--- config.mk ---
export PLATFORM = sky130hd
export DESIGN_NAME = vga_timing_gen
export DESIGN_NICKNAME = d
export VERILOG_FILES = /design/src/rtl/vga_timing_gen.sv
export SDC_FILE = /design/constraint.sdc
export NUM_CORES = 1
export LEC_CHECK = 0
export CORE_MARGIN = 2
export CORE_UTILIZATION = 53
export CTS_CLUSTER_DIAMETER = 50
export CTS_CLUSTER_SIZE = 24
export DETAILED_ROUTE_END_ITERATION = 7
export GPL_TIMING_DRIVEN = 0
export PLACE_DENSITY = 0.86
export SLEW_MARGIN = 20
export SYNTH_ARGS = -nofsm -noshare
export SYNTH_HDL_FRONTEND = slang
export SYNTH_SLANG_ARGS = --single-unit
--- constraint.sdc ---
create_clock -name i_clk -period 2.9 [get_ports i_clk]
set_input_delay 0.29 -clock i_clk [delete_from_list [all_inputs] [get_ports i_clk]]
set_output_delay 0.29 -clock i_clk [all_outputs]
set_load 0.005 [all_outputs]
--- src/rtl/vga_timing_gen.sv ---
// SVGA raster timing generator: registered coordinates, display enable, syncs and line/frame pulses.
// Optional build macro VGA_TIMING_TICK_EN adds an i_pix_tick pixel enable for use on a faster clock.
module vga_timing_gen #(
  parameter int H_VISIBLE = 800,
  parameter int H_FRONT   = 40,
  parameter int H_SYNC    = 128,
  parameter int H_BACK    = 88,
  parameter int V_VISIBLE = 600,
  parameter int V_FRONT   = 1,
  parameter int V_SYNC    = 4,
  parameter int V_BACK    = 23,
  parameter bit HSYNC_POL = 1'b1,
  parameter bit VSYNC_POL = 1'b1
) (
  input  logic        i_clk,
  input  logic        i_rst_n,
`ifdef VGA_TIMING_TICK_EN
  input  logic        i_pix_tick,
`endif
  output logic [10:0] o_h_coord,
  output logic [9:0]  o_v_coord,
  output logic        o_disp_enbl,
  output logic        o_hsync,
  output logic        o_vsync,
  output logic        o_line_start,
  output logic        o_frame_start
);

  localparam int H_TOTAL = H_VISIBLE + H_FRONT + H_SYNC + H_BACK;
  localparam int V_TOTAL = V_VISIBLE + V_FRONT + V_SYNC + V_BACK;

  generate
    if (H_TOTAL > 2048 || V_TOTAL > 1024) begin : g_bad_timing
      $error("vga_timing_gen: H_TOTAL must be <= 2048 and V_TOTAL <= 1024");
    end
  endgenerate

  localparam logic [10:0] H_LAST = 11'(H_TOTAL - 1);
  localparam logic [9:0]  V_LAST = 10'(V_TOTAL - 1);

  // Bounds are one bit wider than the counters so an end value equal to the full range cannot alias to 0.
  localparam logic [11:0] H_VIS_END = 12'(H_VISIBLE);
  localparam logic [11:0] HS_BEG    = 12'(H_VISIBLE + H_FRONT);
  localparam logic [11:0] HS_END    = 12'(H_VISIBLE + H_FRONT + H_SYNC);
  localparam logic [10:0] V_VIS_END = 11'(V_VISIBLE);
  localparam logic [10:0] VS_BEG    = 11'(V_VISIBLE + V_FRONT);
  localparam logic [10:0] VS_END    = 11'(V_VISIBLE + V_FRONT + V_SYNC);

  logic        advance;
  logic [10:0] h_reg, h_next;
  logic [9:0]  v_reg, v_next;
  logic        h_wrap;
  logic        disp_next, hsync_next, vsync_next;
  logic        disp_reg, hsync_reg, vsync_reg, line_reg, frame_reg;

`ifdef VGA_TIMING_TICK_EN
  assign advance = i_pix_tick;
`else
  assign advance = 1'b1;
`endif

  always_comb begin
    h_wrap = (h_reg == H_LAST);
    h_next = h_wrap ? 11'd0 : h_reg + 11'd1;
    v_next = v_reg;
    if (h_wrap) begin
      v_next = (v_reg == V_LAST) ? 10'd0 : v_reg + 10'd1;
    end
    disp_next  = ({1'b0, h_next} < H_VIS_END) && ({1'b0, v_next} < V_VIS_END);
    hsync_next = (({1'b0, h_next} >= HS_BEG) && ({1'b0, h_next} < HS_END)) ? HSYNC_POL : ~HSYNC_POL;
    vsync_next = (({1'b0, v_next} >= VS_BEG) && ({1'b0, v_next} < VS_END)) ? VSYNC_POL : ~VSYNC_POL;
  end

  // Every output is decoded from the same next-state coordinates, so all of them describe one pixel.
  always_ff @(posedge i_clk or negedge i_rst_n) begin
    if (!i_rst_n) begin
      h_reg     <= H_LAST;
      v_reg     <= V_LAST;
      disp_reg  <= 1'b0;
      hsync_reg <= ~HSYNC_POL;
      vsync_reg <= ~VSYNC_POL;
      line_reg  <= 1'b0;
      frame_reg <= 1'b0;
    end else if (advance) begin
      h_reg     <= h_next;
      v_reg     <= v_next;
      disp_reg  <= disp_next;
      hsync_reg <= hsync_next;
      vsync_reg <= vsync_next;
      line_reg  <= (h_next == 11'd0);
      frame_reg <= (h_next == 11'd0) && (v_next == 10'd0);
    end else begin
      line_reg  <= 1'b0;
      frame_reg <= 1'b0;
    end
  end

  assign o_h_coord     = h_reg;
  assign o_v_coord     = v_reg;
  assign o_disp_enbl   = disp_reg;
  assign o_hsync       = hsync_reg;
  assign o_vsync       = vsync_reg;
  assign o_line_start  = line_reg;
  assign o_frame_start = frame_reg;

endmodule
Fig. 1: run 1, gate-type map
Scale: 8 px per um.
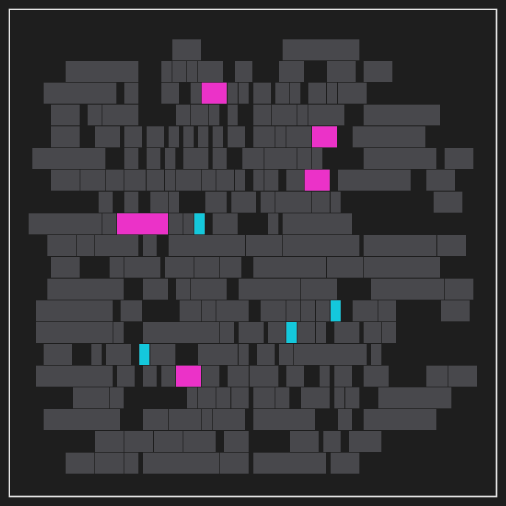
[AND-OR and OR-AND gates] magenta | cells: 5 | most used: a22o_1
[inverters] cyan | cells: 4 | most used: inv_1
fraction of area in multi-input gates: 0.455
final std cells w/o fill: 253
most numerous logic cell after layout: clkdlybuf4s50_1

Fig. 2: run 1, routing congestion
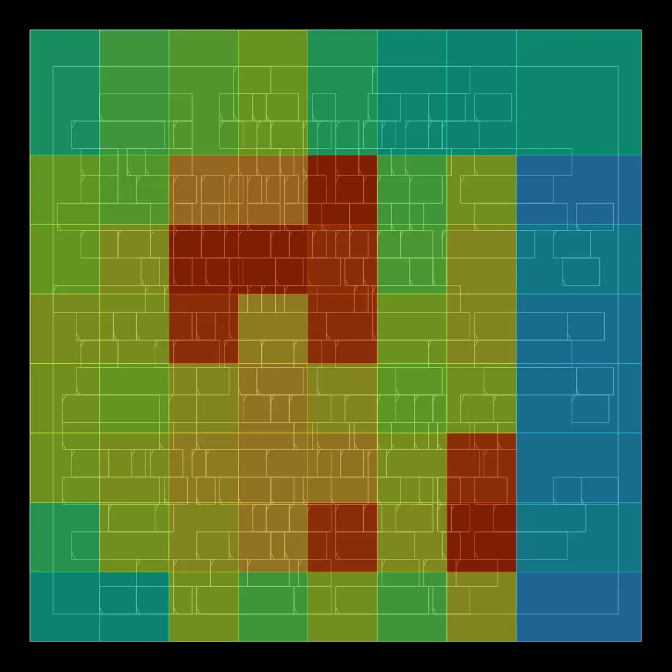
met1 usage: 0.332
Post-Route Utilization: 0.679

Fig. 3: run 1, met2 routing
Scale: 4 px per um. Cells faint in the background.
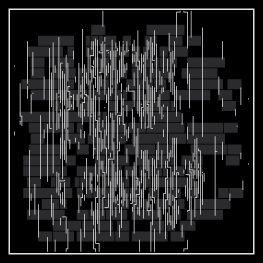
main direction: vertical
share of all routed wire: 49%
wire length on this layer: 1860 um
nets with wire on the layer: 183
longest straight run: 32.6 um
final wirelength: 3.80 mm
met2 usage: 0.356

==> changes_impl.md, run 1 <==
### Implementation results

* CTS buffer count at 3
* Syn nets at 181
* Via count at 1517
* Vias in the first global route at 1342
* Type of the tightest min-delay check: in -> async
* Initial Util at 0.559
* Crit Path Max Fanout at 9
* Clock Skew at 7.19 ps
* # DRC at 0
* Setup Buffers After CTS at 0
* Synth Register Bits at 26
* Sw Pwr at 118 uW
* Cell-internal power at 442 uW
* Clock root cell: clkbuf_4
* Worst R2R Setup Slack at 320 ps
* Post-synth cell types at 55
* Clk slew on worst S/H paths at 150 ps
* Port Buf Inserts at 27
* Yosys Chip Area at 0.00171 mm^2
* Final max-slew violation count at 0
* Mapped cell area at 0.00171 mm^2
* Drt initial violations at 80
* Crit path launch type: flop
* Crit path from: o_v_coord[1]
* Gr usage total at 0.227
* Site row count at 20
* Cells on worst reg2reg path at 9
* Critical path's largest stage delay at 640 ps
* Cts repair resizes at 0
* Outcome: finished, final reports clean
* R2R Path End: o_frame_start
* Max Fclk at 387 MHz
* Synth warn at 0
* WP data required at 3140 ps
* Final setup violation count at 0
* Post-route antenna net violation count at 0
* Initial antenna violation count at 0
* Reg-to-Reg Start: o_v_coord[1]
* Hold slack final at 458 ps
* Clock sinks at 26
* Antenna Cells at 0
* Most used DFF post-synth: dfrtp_1
* Critical path arrival at 2820 ps
* Largest net degree at the start of global routing at 27
* Die height at 60.7 um
* Max-Cap Viols at 0
* Cell Chain, Critical Path: ha_1, clkbuf_1, nor2b_1, and3_1, clkbuf_1, o211ai_2, a21oi_2, nand2_4, nor4b_4
* Slowest cell on crit path: dfstp_2
* Setup CP Type: reg -> reg
* First-pass GRT wire length at 6.31 mm
* Post-synth EDFFs at 0
* Hold violation count in the final report at 0
* Late-Pin Clk Latency at 330 ps
* Clock group share of total power at 0.336
* Tmin final at 2580 ps
* Critical path endpoint category: flop
* Drt first pass iters at 4
* Comb power frac at 0.014
* Clock buffer depth at 2
* Layout cells sized above 1 at 0.201
* Yosys Instances at 177
* Cell mode on critical path: clkbuf_1
* WL per Instance at 15.0 um
* RSZ-0062 raised after global routing: no
* Die width at 60.7 um
* Die area at 0.00369 mm^2
* Fin crit share at 0.890
* Worst VDD drop at 150 uV
* Post-Syn Instances at 177
* Top cells excl fill/tap: 26 x clkdlybuf4s50_1, 18 x nand2_1, 14 x dfrtp_1
==> run 1: stage by stage <==
step           setup slack, ps  cells  power (mW)  instance area, um^2
6_report                   318    253       0.560                 2070
5_1_grt                    104    253       0.577                 2070
4_1_cts                    331    253       0.566                 2070
3_5_place_dp               378    248       0.377                 2030
3_3_place_gp               466    248       0.378                 2030
2_1_floorplan              641    177       0.370                 1710
==> run 1: layout make-up <==
cell class	count	area [um^2]
Fill cell	231	981
Multi-Input combinational cell	135	942
Sequential cell	26	666
Timing Repair Buffer	28	275
Buffer	12	82.6
Tap cell	44	55.1
Clock buffer	4	36.3
Inverter	4	15.0
==> run 1: registers in the layout, indices dropped and copies added (netlist names) <==
name,flops
o_disp_enbl,1
o_line_start,1
o_hsync,1
o_h_coord,11
o_v_coord,10
o_frame_start,1
o_vsync,1
==> run 1: cell families after synthesis <==
group           share of synthesized area
compound gates                      0.172
xor+xnor                           0.0668
mux                               0.00587
simple gates                        0.293
fa+ha+maj                          0.0147
flops                               0.390
buf+inv                            0.0572
==> run 1: layer usage <==
layer  wire, um  track usage  share of wire
met1       1720        0.332           0.45
met2       1860        0.356           0.49
met3        190       0.0341          0.050
met4         26       0.0559         0.0068
met5          0            0              0
==> run 1: power groups by stage <==
| stage | logic [mW] | registers [mW] | clock network (mW) |
|---|---|---|---|
| floorplan | 0.000000364 | 0.370 | 0 |
| CTS | 0.00878 | 0.364 | 0.193 |
| detailed placement | 0.00783 | 0.370 | 0 |
| global placement | 0.00826 | 0.370 | 0 |
| finish | 0.00801 | 0.364 | 0.188 |
| global route | 0.00983 | 0.364 | 0.203 |
==> run 1: how the worst max path moves through the flow <==
stage / slack [ps] / end / cells past startpoint
finish: 320 / o_frame_start / 9
global route: 100 / o_frame_start / 9
CTS: 330 / o_frame_start / 9
detailed placement: 380 / o_frame_start / 9
global placement: 470 / o_frame_start / 9
floorplan: 640 / o_frame_start / 9
==> run 1: Yosys cell counts, types with 2 or more instances <==
cell,count,area (um^2)
nor3b_1,2,15.0
nor4_1,3,18.8
a22o_1,2,17.5
a21oi_1,6,30.0
xnor2_1,6,52.6
inv_1,3,11.3
buf_6,4,45.0
buf_2,3,15.0
nand4_1,4,25.0
nor2_1,11,41.3
dfstp_2,12,315
and4_1,2,17.5
dfrtp_1,14,350
xor2_1,7,61.3
ha_1,2,25.0
and3_1,6,37.5
nor2b_1,2,12.5
o21ai_0,8,40.0
o31ai_1,2,15.0
nand3_1,10,50.1
clkbuf_1,3,11.3
nand2b_1,2,12.5
nand2_1,18,67.6
a31oi_1,6,37.5
o21ai_1,2,10.0
or3_1,4,25.0
nor4_2,2,25.0
nor3_1,4,20.0
==> run 1: critical path: cells and delay by family (launching register included) <==
family | cells | cell delay, ps
fa+ha+maj | 1 | 170
buf+inv | 2 | 550
compound gates | 2 | 370
simple gates | 4 | 780
flops | 1 | 640
--- run 2 (diff from run 1) ---
--- a/config.mk
+++ b/config.mk
@@ -5,6 +5,7 @@
 export SDC_FILE = /design/constraint.sdc
 export NUM_CORES = 1
 export LEC_CHECK = 0
+export CAP_MARGIN = 20
 export CORE_MARGIN = 2
 export CORE_UTILIZATION = 53
 export CTS_CLUSTER_DIAMETER = 50
Fig. 4: run 2, routing congestion
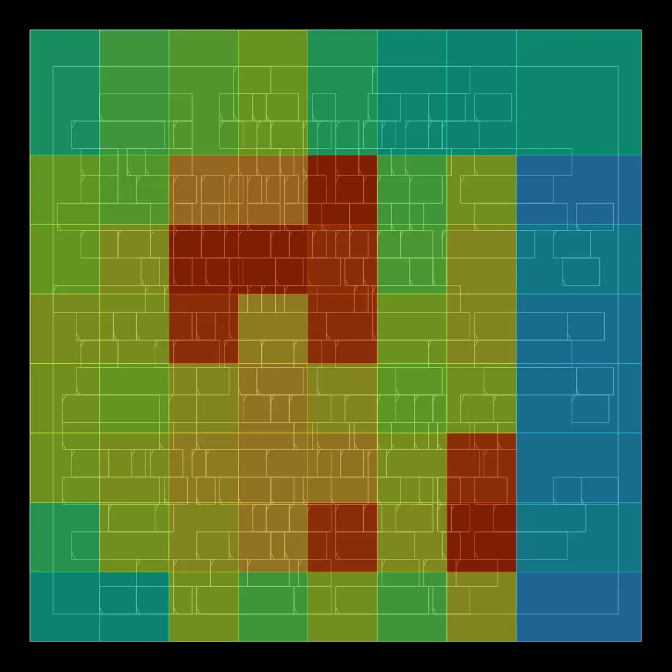
GR peak layer: met2
GRT met3 Usage: 0.0341
gr usage total: 0.227
WL per Instance: 15.0 um

==> changes_impl.md, run 2 <==
### Implementation results

* Initial Util at 0.559 (unchanged)
* Cells on worst reg2reg path at 9 (unchanged)
* Vias in the first global route at 1342 (unchanged)
* Most used DFF post-synth: dfrtp_1
* Via count at 1517 (unchanged)
* Crit path launch type: flop
* WP data required at 3140 ps (about the same)
* Leakage at 0.795 nW
* Max Fclk at 387 MHz (unchanged)
* Die width at 60.7 um (unchanged)
* Outcome: finished, final reports clean
* Antenna Cells at 0 (unchanged)
* Fin crit share at 0.890 (unchanged)
* Port Buf Inserts at 27 (unchanged)
* Top-area cell share at 0.205 (unchanged)
* H-tree depth at 1
* Pwr Density at 270 mW/mm^2
* Type of the tightest min-delay check: in -> async
* Setup CP Type: reg -> reg
* Yosys Chip Area at 0.00171 mm^2 (unchanged)
* Hold violation count in the final report at 0 (unchanged)
* Late-Pin Clk Latency at 330 ps (about the same)
* Max-Cap Viols at 0 (unchanged)
* Final setup violation count at 0 (unchanged)
* Layout cells sized above 1 at 0.201 (unchanged)
* Worst VDD drop at 150 uV (unchanged)
* Crit Path Max Fanout at 9 (unchanged)
* Largest net degree at the start of global routing at 27 (unchanged)
* Post-synth EDFFs at 0 (unchanged)
* Worst slack at placement at 378 ps (unchanged)
* CTS buffer count at 3 (unchanged)
* Site row count at 20 (unchanged)
* Clock root cell: clkbuf_4
* Yosys top cell by area: dfrtp_1
* Die area at 0.00369 mm^2 (unchanged)
* Max reg flops at 11 (unchanged)
* Mapped cell area at 0.00171 mm^2 (unchanged)
* Synth warn at 0 (unchanged)
* Synth area leaders: dfrtp_1 21%, dfstp_2 18%, nand2_1 4.0%, xor2_1 3.6%, xnor2_1 3.1%
* Final wirelength at 3.80 mm (unchanged)
* Post-route antenna net violation count at 0 (unchanged)
* Cts repair resizes at 0 (unchanged)
* Top cells excl fill/tap: 26 x clkdlybuf4s50_1, 18 x nand2_1, 14 x dfrtp_1
* Clk slew on worst S/H paths at 150 ps (about the same)
* Clock buffer depth at 2 (unchanged)
* Commonest cells in the synthesized netlist: 18 x nand2_1, 14 x dfrtp_1, 12 x dfstp_2
* RSZ-0062 raised after global routing: no
* Drt first pass iters at 4 (unchanged)
* Placed Area at 0.00203 mm^2 (unchanged)
* Critical path endpoint category: flop
* Synth Register Bits at 26 (unchanged)
* Syn nets at 181 (unchanged)
* Most numerous logic cell after layout: clkdlybuf4s50_1
* Post-Syn Instances at 177 (unchanged)
* # DRC at 0 (unchanged)
* Clock Skew at 7.19 ps (unchanged)
* Tmin final at 2580 ps (unchanged)
* Nets at 214
* Final max-slew violation count at 0 (unchanged)
* Drt initial violations at 80 (unchanged)
* Final WS setup at 318 ps (unchanged)
* Post-synth cell types at 55 (unchanged)
* Setup Buffers After CTS at 0 (unchanged)
* Yosys Instances at 177 (unchanged)
* First-pass GRT wire length at 6.31 mm (unchanged)
* Fin area at 0.00207 mm^2 (unchanged)
* Critical path arrival at 2820 ps (about the same)
* Initial antenna violation count at 0 (unchanged)
* Slew at the pin closest to its max-slew limit at 562 ps
Fig. 5: run 2, cell sizes after repair
Scale: 8 px per um.
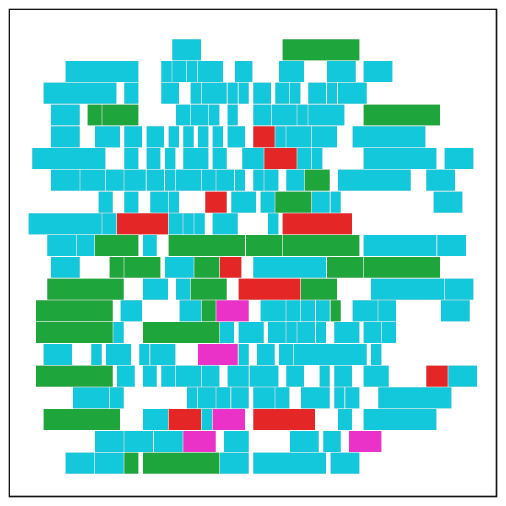
[drive 1 or less] cyan | cells: 167 | share: 80% | most used: clkdlybuf4s50_1
[drive 2] green | cells: 27 | share: 13% | most used: dfstp_2
[drive 3 to 4] red | cells: 10 | share: 4.8% | most used: clkbuf_4
[drive 6 and up] magenta | cells: 5 | share: 2.4% | most used: buf_6

[run 2: cell counts in the layout (fill, tap and decap cells not counted)]
Identical to the previous run, type by type.
[run 2: what timing repair did]
item	4_1_cts	5_1_grt
setup endpoints to repair	0	0
hold buffers	1	0
endpoints found under the hold margin	14	0
[run 2: through the flow]
stage,hold WS (ps),utilization,std cells,power [mW]
2_1_floorplan,-5.59,-,177,0.370
3_3_place_gp,513,0.665,248,0.378
3_5_place_dp,322,0.664,248,0.377
4_1_cts,485,0.679,253,0.566
5_1_grt,515,0.679,253,0.577
6_report,458,0.679,253,0.560
[run 2: area by class of cell]
cell class,count,area [um^2]
Clock buffer,4,36.3
Sequential cell,26,666
Timing Repair Buffer,28,275
Buffer,12,82.6
Fill cell,231,981
Multi-Input combinational cell,135,942
Tap cell,44,55.1
Inverter,4,15.0
[run 2: cells by family (layout without fill, tap and decap cells)]
family                     after synthesis  after routing  synth area share
AOI/OAI and AO/OA                       40             40             0.172
xor gates and xnor gates                13             13            0.0668
adders and majority gates                2              2            0.0147
buffers and inverters                   16             48            0.0572
DFF                                     26             26             0.390
muxes                                    1              1           0.00587
and+or+nand+nor                         79             79             0.293
[run 2: final timing paths]
path / start / end / slack (ps)
setup reg to reg: o_v_coord[1] / o_frame_start / 320
setup / recovery: o_v_coord[1] / o_frame_start / 320
hold reg to reg: o_h_coord[0] / o_h_coord[0] / 550
max in group asynchronous: i_rst_n / o_v_coord[0] / 2060
hold / removal: i_rst_n / o_h_coord[9] / 460
min in group i_clk: o_h_coord[0] / o_h_coord[0] / 550
[run 2: routing by layer]
layer | part of all wire | routed length (um) | up-vias | track usage
met5 | 0 | 0 | - | 0
met4 | 0.0068 | 26 | 0 | 0.0559
met3 | 0.050 | 190 | 5 | 0.0341
met2 | 0.49 | 1860 | 51 | 0.356
met1 | 0.45 | 1720 | 740 | 0.332
li1 | - | - | 721 | -
[run 2: worst max-delay path, stage by stage, from the launching register on]
cell and delay [ps]:
dfstp_2 640, ha_1 170, clkbuf_1 270, nor2b_1 250, and3_1 170, clkbuf_1 280, o211ai_2 120, a21oi_2 250
nand2_4 90, nor4b_4 270
[run 2: power breakdown]
group	leakage, nW	switching [mW]	internal [mW]
Clock	0.0210	0.111	0.0768
Sequential	0.310	0	0.364
Combinational	0.464	0.00666	0.00135
Total	0.795	0.118	0.442
--- run 3 (diff from run 2) ---
==> constraint.sdc (replaced) <==
create_clock -name i_clk -period 2.9 [get_ports i_clk]
set_input_delay 0.29 -clock i_clk [delete_from_list [all_inputs] [get_ports i_clk]]
set_output_delay 0.29 -clock i_clk [all_outputs]
set_load 0.02 [all_outputs]
Fig. 6: run 3, gate-type map
Scale: 8 px per um.
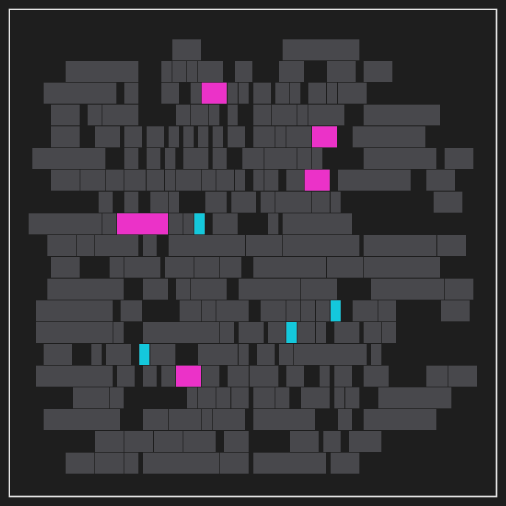
[inverters] cyan | cells: 4 | most used: inv_1
[AND-OR and OR-AND gates] magenta | cells: 5 | most used: a22o_1

==> changes_impl.md, run 3 <==
### Implementation results

* Crit path from: o_v_coord[1]
* H-tree depth at 1 (unchanged)
* Cts repair resizes at 0 (unchanged)
* Initial antenna violation count at 0 (unchanged)
* Crit Path Max Fanout at 9 (unchanged)
* Syn nets at 181 (unchanged)
* Die area at 0.00369 mm^2 (unchanged)
* Final max-slew violation count at 0 (unchanged)
* Post-synth cell types at 55 (unchanged)
* Tmin final at 2580 ps (unchanged)
* Late-Pin Clk Latency at 330 ps (about the same)
* Largest net degree at the start of global routing at 27 (unchanged)
* Site row count at 20 (unchanged)
* Via count at 1517 (unchanged)
* Outcome: finished, final reports clean
* Synth area leaders: dfrtp_1 21%, dfstp_2 18%, nand2_1 4.0%, xor2_1 3.6%, xnor2_1 3.1%
* Worst VDD drop at 150 uV (unchanged)
* Reg-to-Reg Start: o_v_coord[1]
* WP data required at 3140 ps (about the same)
* Nets at 214 (unchanged)
* Final wirelength at 3.80 mm (unchanged)
* Synth warn at 0 (unchanged)
* Slew at the pin closest to its max-slew limit at 562 ps (unchanged)
* Clk slew on worst S/H paths at 150 ps (about the same)
* Worst slack at placement at 378 ps (unchanged)
* Yosys Instances at 177 (unchanged)
* Port Buf Inserts at 27 (unchanged)
* Register area share after synthesis at 0.390
* Clock root cell: clkbuf_4
* Vias in the first global route at 1342 (unchanged)
* Fin crit share at 0.890 (unchanged)
* Crit path launch type: flop
* Mapped cell area at 0.00171 mm^2 (unchanged)
* WL per Instance at 15.0 um (unchanged)
* Synth Register Bits at 26 (unchanged)
* Antenna Cells at 0 (unchanged)
* Clock buffer depth at 2 (unchanged)
* Max reg flops at 11 (unchanged)
* Drt initial violations at 80 (unchanged)
* Hold slack final at 458 ps (unchanged)
* Layout cells sized above 1 at 0.201 (unchanged)
* Hold violation count in the final report at 0 (unchanged)
* Top cells excl fill/tap: 26 x clkdlybuf4s50_1, 18 x nand2_1, 14 x dfrtp_1
* Critical path capture point: o_frame_start
* Top-area cell share at 0.205 (unchanged)
* Post-route antenna net violation count at 0 (unchanged)
* Pwr Density at 270 mW/mm^2 (unchanged)
* Yosys Chip Area at 0.00171 mm^2 (unchanged)
* Most numerous logic cell after layout: clkdlybuf4s50_1
* Drt first pass iters at 4 (unchanged)
* First-pass GRT wire length at 6.31 mm (unchanged)
* Most used DFF post-synth: dfrtp_1
* Post-Syn Instances at 177 (unchanged)
* Slew headroom at 0.625
* Worst R2R Setup Slack at 320 ps (about the same)
* Critical path endpoint category: flop
* Cells on worst reg2reg path at 9 (unchanged)
* CTS buffer count at 3 (unchanged)
* Gr usage total at 0.227 (unchanged)
* Leakage at 0.795 nW (unchanged)
* Yosys top cell by area: dfrtp_1
* RSZ-0062 raised after global routing: no
* Critical path arrival at 2820 ps (about the same)
* Max Fclk at 387 MHz (unchanged)
* Commonest cells in the synthesized netlist: 18 x nand2_1, 14 x dfrtp_1, 12 x dfstp_2
* Final WS setup at 318 ps (unchanged)
* Final setup violation count at 0 (unchanged)
* Max-Cap Viols at 0 (unchanged)
Fig. 7: run 3, the metal 3 layer
Scale: 4 px per um.
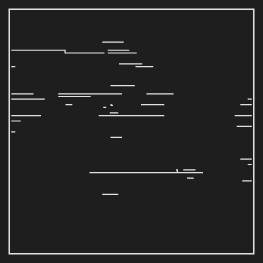
nets with wire on the layer: 30
wire length on this layer: 191 um
longest straight run: 28.1 um

run 3: cell counts after synthesis:
No cell type changed its count.
run 3: logic make-up (layout without fill, tap and decap cells):
family,after synthesis,count (layout),synth area share
simple gates,79,79,0.293
xor+xnor,13,13,0.0668
flops,26,26,0.390
buf+inv,16,48,0.0572
fa+ha+maj,2,2,0.0147
compound gates,40,40,0.172
mux,1,1,0.00587
run 3: per-layer routing:
metal | wire, um | vias to the layer above | global-route usage
met5 | 0 | - | 0
met4 | 26 | 0 | 0.0559
met3 | 190 | 5 | 0.0341
met2 | 1860 | 51 | 0.356
met1 | 1720 | 740 | 0.332
li1 | - | 721 | -
run 3: area by class of cell:
class,count,area (um^2)
multi-input cells,135,942
clock buffers,4,36.3
well taps,44,55.1
fillers,231,981
plain buffers,12,82.6
inverters,4,15.0
flip-flops and latches,26,666
repair buffers,28,275
run 3: metrics by stage:
| stage | instance area (um^2) | std cells |
|---|---|---|
| 2_1_floorplan | 1710 | 177 |
| 3_3_place_gp | 2030 | 248 |
| 3_5_place_dp | 2030 | 248 |
| 4_1_cts | 2070 | 253 |
| 5_1_grt | 2070 | 253 |
| 6_report | 2070 | 253 |
run 3: worst min-delay path by stage:
stage | start | cells past startpoint | slack [ps] | to
6_report | i_rst_n | 2 | 460 | o_h_coord[9]
5_1_grt | i_rst_n | 2 | 520 | o_v_coord[7]
4_1_cts | i_rst_n | 2 | 480 | o_h_coord[9]
3_5_place_dp | i_rst_n | 1 | 320 | o_h_coord[9]
3_3_place_gp | o_h_coord[0] | 1 | 510 | o_h_coord[0]
2_1_floorplan | i_rst_n | 0 | -6 | o_disp_enbl
run 3: where the power goes:
group / internal (mW) / switching (mW)
Combinational: 0.00135 / 0.00666
Clock: 0.0768 / 0.111
Sequential: 0.364 / 0
run 3: worst max-delay path, cell delays in order (launching register included):
cell      delay, ps
dfstp_2         640
ha_1            170
clkbuf_1        270
nor2b_1         250
and3_1          170
clkbuf_1        280
o211ai_2        120
a21oi_2         250
nand2_4          90
nor4b_4         270
run 3: timing repair:
action	4_1_cts	5_1_grt
endpoints found under the hold margin	14	0
setup buffers	0	0
endpoints found under the setup margin	0	0
hold buffers	1	0
Power and IR drop assume default switching activity.
